[src/rtl/eprisc_io_master_pkg.sv]
// rtl/eprisc_io_master_pkg.sv - shared encodings for the epRISC peripheral bus initiator
package eprisc_io_master_pkg;

  localparam int BUS_W = 16;

  typedef enum logic [1:0] {
    ST_IDLE   = 2'd0,
    ST_SETUP  = 2'd1,
    ST_STROBE = 2'd2,
    ST_DONE   = 2'd3
  } state_e;

  localparam logic [1:0] REG_DIR   = 2'd0;
  localparam logic [1:0] REG_INT   = 2'd1;
  localparam logic [1:0] REG_VALUE = 2'd2;

endpackage

[src/rtl/eprisc_io_int_agg.sv]
// rtl/eprisc_io_int_agg.sv - sticky per-slot interrupt pending bits with lowest-index priority
module eprisc_io_int_agg #(
  parameter int NUM_DEV  = 4,
  parameter int DEV_BITS = 2
) (
  input  logic                iClock,
  input  logic                iReset,
  input  logic [NUM_DEV-1:0]  iInterrupt,
  input  logic [NUM_DEV-1:0]  iClear,
  output logic                oInterrupt,
  output logic [DEV_BITS-1:0] oIntDevice
);

  logic [NUM_DEV-1:0]  pending_q, pending_d;
  logic                irq_q;
  logic [DEV_BITS-1:0] idx_q, idx_d;

  // New requests are OR-ed in after the clear so a same-edge set wins.
  assign pending_d = (pending_q & ~iClear) | iInterrupt;

  always_comb begin
    idx_d = '0;
    for (int i = NUM_DEV - 1; i >= 0; i--) begin
      if (pending_q[i]) idx_d = i[DEV_BITS-1:0];
    end
  end

  always_ff @(posedge iClock or posedge iReset) begin
    if (iReset) begin
      pending_q <= '0;
      irq_q     <= 1'b0;
      idx_q     <= '0;
    end else begin
      pending_q <= pending_d;
      irq_q     <= |pending_q;
      idx_q     <= idx_d;
    end
  end

  assign oInterrupt = irq_q;
  assign oIntDevice = idx_q;

endmodule

[src/rtl/eprisc_io_master.sv]
// rtl/eprisc_io_master.sv - epRISC peripheral bus initiator with one-hot enables
// Optional interrupt aggregation enabled by IO_MASTER_INTERRUPT_EN.
module eprisc_io_master
  import eprisc_io_master_pkg::*;
#(
  parameter int NUM_DEV     = 4,
  parameter int DEV_BITS    = 2,
  parameter int WAIT_CYCLES = 0
) (
  input  logic                iClock,
  input  logic                iReset,
  input  logic                iRequest,
  input  logic                iReqWrite,
  input  logic [DEV_BITS-1:0] iReqDevice,
  input  logic [1:0]          iReqAddress,
  input  logic [BUS_W-1:0]    iReqData,
  output logic                oBusy,
  output logic                oDone,
  output logic                oError,
  output logic [BUS_W-1:0]    oRdData,
  output logic [1:0]          oAddress,
  output logic [BUS_W-1:0]    oData,
  input  logic [BUS_W-1:0]    iData,
  output logic                oWrite,
  output logic [NUM_DEV-1:0]  oEnable,
  input  logic [NUM_DEV-1:0]  iInterrupt,
  output logic                oInterrupt,
  output logic [DEV_BITS-1:0] oIntDevice
);

  localparam logic [DEV_BITS:0] NUM_DEV_L = (DEV_BITS + 1)'(NUM_DEV);

  state_e              state_q, state_d;
  logic                write_q, write_d;
  logic [DEV_BITS-1:0] dev_q, dev_d;
  logic [1:0]          addr_q, addr_d;
  logic [BUS_W-1:0]    data_q, data_d;
  logic [BUS_W-1:0]    rdata_q, rdata_d;
  logic [3:0]          cnt_q, cnt_d;
  logic                dev_ok;
  logic [NUM_DEV-1:0]  dev_hot;

  assign dev_ok = {1'b0, dev_q} < NUM_DEV_L;

  always_comb begin
    dev_hot = '0;
    for (int i = 0; i < NUM_DEV; i++) begin
      dev_hot[i] = dev_ok && (dev_q == i[DEV_BITS-1:0]);
    end
  end

  always_comb begin
    state_d = state_q;
    write_d = write_q;
    dev_d   = dev_q;
    addr_d  = addr_q;
    data_d  = data_q;
    rdata_d = rdata_q;
    cnt_d   = cnt_q;
    case (state_q)
      ST_IDLE: begin
        if (iRequest) begin
          write_d = iReqWrite;
          dev_d   = iReqDevice;
          addr_d  = iReqAddress;
          data_d  = iReqData;
          state_d = ST_SETUP;
        end
      end
      ST_SETUP: begin
        cnt_d   = WAIT_CYCLES[3:0];
        state_d = ST_STROBE;
      end
      ST_STROBE: begin
        if (cnt_q == 4'd0) begin
          // Unmapped slots read back as zero rather than floating bus data.
          if (!write_q) rdata_d = dev_ok ? iData : '0;
          state_d = ST_DONE;
        end else begin
          cnt_d = cnt_q - 4'd1;
        end
      end
      default: state_d = ST_IDLE;
    endcase
  end

  always_ff @(posedge iClock or posedge iReset) begin
    if (iReset) begin
      state_q <= ST_IDLE;
      write_q <= 1'b0;
      dev_q   <= '0;
      addr_q  <= '0;
      data_q  <= '0;
      rdata_q <= '0;
      cnt_q   <= '0;
    end else begin
      state_q <= state_d;
      write_q <= write_d;
      dev_q   <= dev_d;
      addr_q  <= addr_d;
      data_q  <= data_d;
      rdata_q <= rdata_d;
      cnt_q   <= cnt_d;
    end
  end

  assign oBusy    = (state_q != ST_IDLE);
  assign oDone    = (state_q == ST_DONE);
  assign oError   = oDone && !dev_ok;
  assign oWrite   = oBusy && write_q;
  assign oData    = data_q;
  assign oAddress = addr_q;
  assign oRdData  = rdata_q;
  assign oEnable  = (state_q == ST_STROBE) ? dev_hot : '0;

`ifdef IO_MASTER_INTERRUPT_EN
  logic [NUM_DEV-1:0] int_clear;

  // Reading a slot's interrupt register acknowledges its pending bit.
  assign int_clear = (oDone && !write_q && addr_q == REG_INT) ? dev_hot : '0;

  eprisc_io_int_agg #(
    .NUM_DEV  (NUM_DEV),
    .DEV_BITS (DEV_BITS)
  ) u_int_agg (
    .iClock     (iClock),
    .iReset     (iReset),
    .iInterrupt (iInterrupt),
    .iClear     (int_clear),
    .oInterrupt (oInterrupt),
    .oIntDevice (oIntDevice)
  );
`else
  logic unused_int;
  assign unused_int = ^iInterrupt;
  assign oInterrupt = 1'b0;
  assign oIntDevice = '0;
`endif

endmodule

[config.mk]
export PLATFORM = sky130hd
export DESIGN_NAME = eprisc_io_master
export DESIGN_NICKNAME = d
export VERILOG_FILES = /design/src/rtl/eprisc_io_master_pkg.sv /design/src/rtl/eprisc_io_int_agg.sv /design/src/rtl/eprisc_io_master.sv
export SDC_FILE = /design/constraint.sdc
export NUM_CORES = 1
export LEC_CHECK = 0
export CORE_MARGIN = 5
export CORE_UTILIZATION = 37
export DETAILED_ROUTE_END_ITERATION = 8
export PLACE_DENSITY = 0.75
export SETUP_SLACK_MARGIN = 0.2
export SYNTH_ARGS = -nofsm -noshare
export SYNTH_HDL_FRONTEND = slang
export SYNTH_HIERARCHICAL = 1
export SYNTH_SLANG_ARGS = --single-unit
[constraint.sdc]
create_clock -name iClock -period 2.2 [get_ports iClock]
set_input_delay 0.44 -clock iClock [delete_from_list [all_inputs] [get_ports iClock]]
set_output_delay 0.44 -clock iClock [all_outputs]
set_load 0.01 [all_outputs]
==> GITHUB_STEP_SUMMARY <==
## Synthesis and layout report

| Metric | Value |
|---|---|
| DR top layer | met4 |
| Pre-CTS setup slack | 110 ps |
| Number of global-route vias before repair | 1,454 |
| Post-synth EDFFs | 0 |
| PwrDens | 1360 mW/mm^2 |
| Grt ovf | 0 |
| Top cell area share | 57.2% |
| Share of synthesized registers carrying an async set or reset | 100% |
| Mapped Cells | 130 |
| Layout cell share with drive strength beyond 1 | 30.1% |
| Setup TNS | 0 ps |
| Total core area | 0.00501 sq mm |
| Met3 wire len | 544 um |
| Met2 wire len | 2040 um |
| Avg WL per Cell | 14.4 um |
| H-Tree Depth | 2 |
| Hold slack | 507 ps |
| DR vias/cell | 4.50 |
| Root Driver | clkbuf_8 |
| Clk power | 0.655 mW |
| Flop area | 0.00108 sq mm |
| Clock sinks | 43 |
| Worst-path maximum fanout | 8 |
| Met3 usage | 8.65% |
| Pleak | 1.32 nW |
| RD Place Congestion | 0.747 |
| Met2 Usage GRT | 21.3% |
| CP Launch Type | flop |
| Yosys stat area | 0.00188 sq mm |
| Adder-cell share of the synthesized area | 3.99% |
| MUX share of area | 24.8% |
| CTS tree | done |
| Area Growth Syn to Fin | 58.2% |
| YS warnings | 6 |
| Final WL | 4250 um |
| Critical hold path startpoint | oRdData[14]$_DFFE_PP0P_ |
| Status | complete, no violations |
| Layout net count | 275 |
| RSZ-0062 raised after global routing | yes |
| Wl on met1 | 1650 um |
-- metrics by stage --
stage | cell area [sq um] | instances
after floorplan | 1890 | 133
after global placement | 2750 | 278
after detailed placement | 2750 | 278
after CTS | 2980 | 296
after global routing | 2980 | 296
final | 2980 | 296
-- path summary, 6_finish.rpt --
kind / endpoint / slack, ps / depth (start not counted)
setup / recovery: oRdData[4]$_DFFE_PP0P_ / 200 / 6
hold / removal: oRdData[14]$_DFFE_PP0P_ / 510 / 1
setup reg to reg: oRdData[4]$_DFFE_PP0P_ / 200 / 6
hold reg to reg: oRdData[14]$_DFFE_PP0P_ / 510 / 1
max in group asynchronous: cnt_q[3]$_DFFE_PP0P_ / 1230 / 3
min in group asynchronous: oRdData[8]$_DFFE_PP0P_ / 600 / 3
-- critical path, stage by stage, from the launching register on --
cell and delay [ps]:
dfrtp_1 400, inv_2 90, ha_4 130, or3b_4 380, or3b_4 430, buf_12 170
mux2_4 290
-- state kept, by name (all words and copies together), names as in the netlist --
signal and flops:
cnt_q 4, dev_q 2, oAddress 2, oData 16, oRdData 16, state_q 2, write_q 1
-- what timing repair did --
item | CTS | global route
endpoints found under the setup margin | 22 | 19
gates cloned | 1 | 0
resized | 12 | 4
buffers inserted | 9 | 0
endpoints found under the hold margin | 0 | 0
-- logic make-up (layout without fill, tap and decap cells) --
family / count (synthesis) / count (layout)
DFF: 43 / 43
muxes: 38 / 38
and+or+nand+nor: 18 / 18
buffers and inverters: 15 / 108
AOI/OAI and AO/OA: 9 / 9
adders and majority gates: 6 / 6
other: 1 / 4
-- cell type report --
type / instances / share of cell area, %
repair buffers: 94 / 31.2
flip-flops and latches: 43 / 36.2
well taps: 70 / 2.94
clock buffers: 6 / 2.78
multi-input cells: 75 / 24.8
inverters: 6 / 0.757
clock inverters: 2 / 1.30
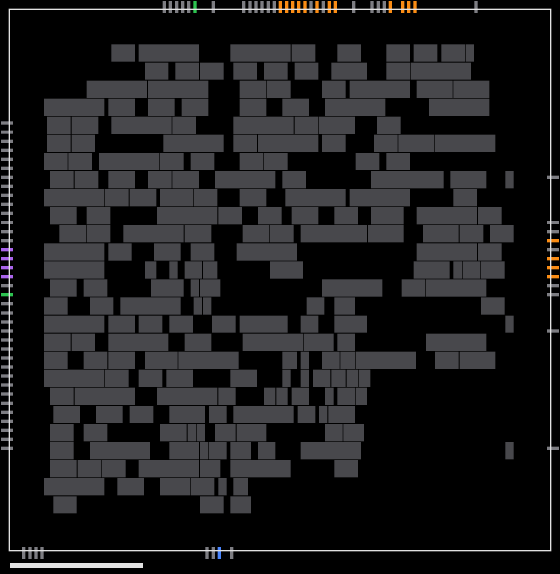
Fig. 1. I/O pins on the die edge.
Scale bar: 20 um. Pins as bars across the die edge, other pins in grey.
`oEnable` -> purple  # pins 4, direction output, edge left
`oWrite` -> blue  # pins 1, direction output, edge bottom
`oRdData` -> orange  # pins 16, direction output, edge 12 top, 4 right
`oAddress` -> green  # pins 2, direction output, edge 1 top, 1 left
all pins by edge = 37 left, 32 top, 12 right, 8 bottom
tally of buffers added on design ports: 80
die width: 81.3 um
Die Ht: 81.3 um

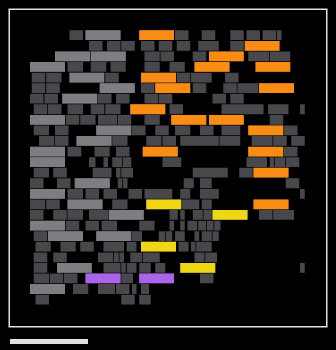
Fig. 2. Sequential cells coloured by netlist name.
Scale bar: 20 um. Other sequential cells in the stronger grey, the rest of the logic in the fainter grey.
`oRdData` -> orange  # sequential cells 16
`state_q` -> purple  # sequential cells 2
`cnt_q` -> yellow  # sequential cells 4
not coloured = 21
Util after Layout: 59.4%
Seq/total area: 36.2%
sequential power: 1.36 mW

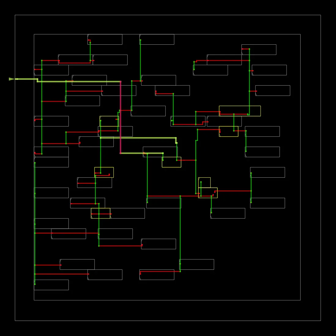
Fig. 3. Clock routing.
clk_lat worst skew: 290 ps
Num CTS Buffers: 5
skew final: 6.31 ps

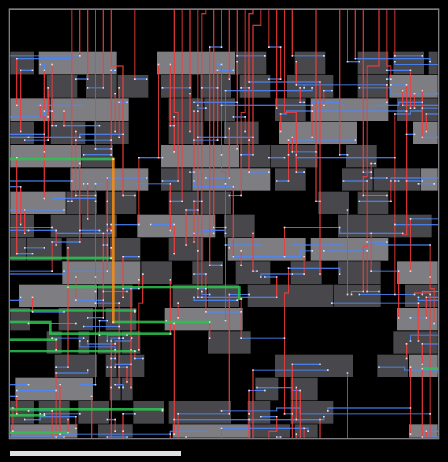
Fig. 4. Zoomed window.
Scale bar: 20 um. Window x 16 to 66, y 31 to 81 um. Cells in grey, sequential cells in the stronger grey; small squares are vias.
met1 -> blue
met3 -> green
met2 -> red
met4 -> orange
most frequent = clkdlybuf4s50_1 (38), dfrtp_1 (23), mux2_2 (16)
netlist names of flops here include = `oRdData` (12), `oData` (7), `dev_q` (2)
cells with their middle in the window = 108
sequential cells in the window = 23

No activity file was given, so power comes from the tool's default toggle rates.
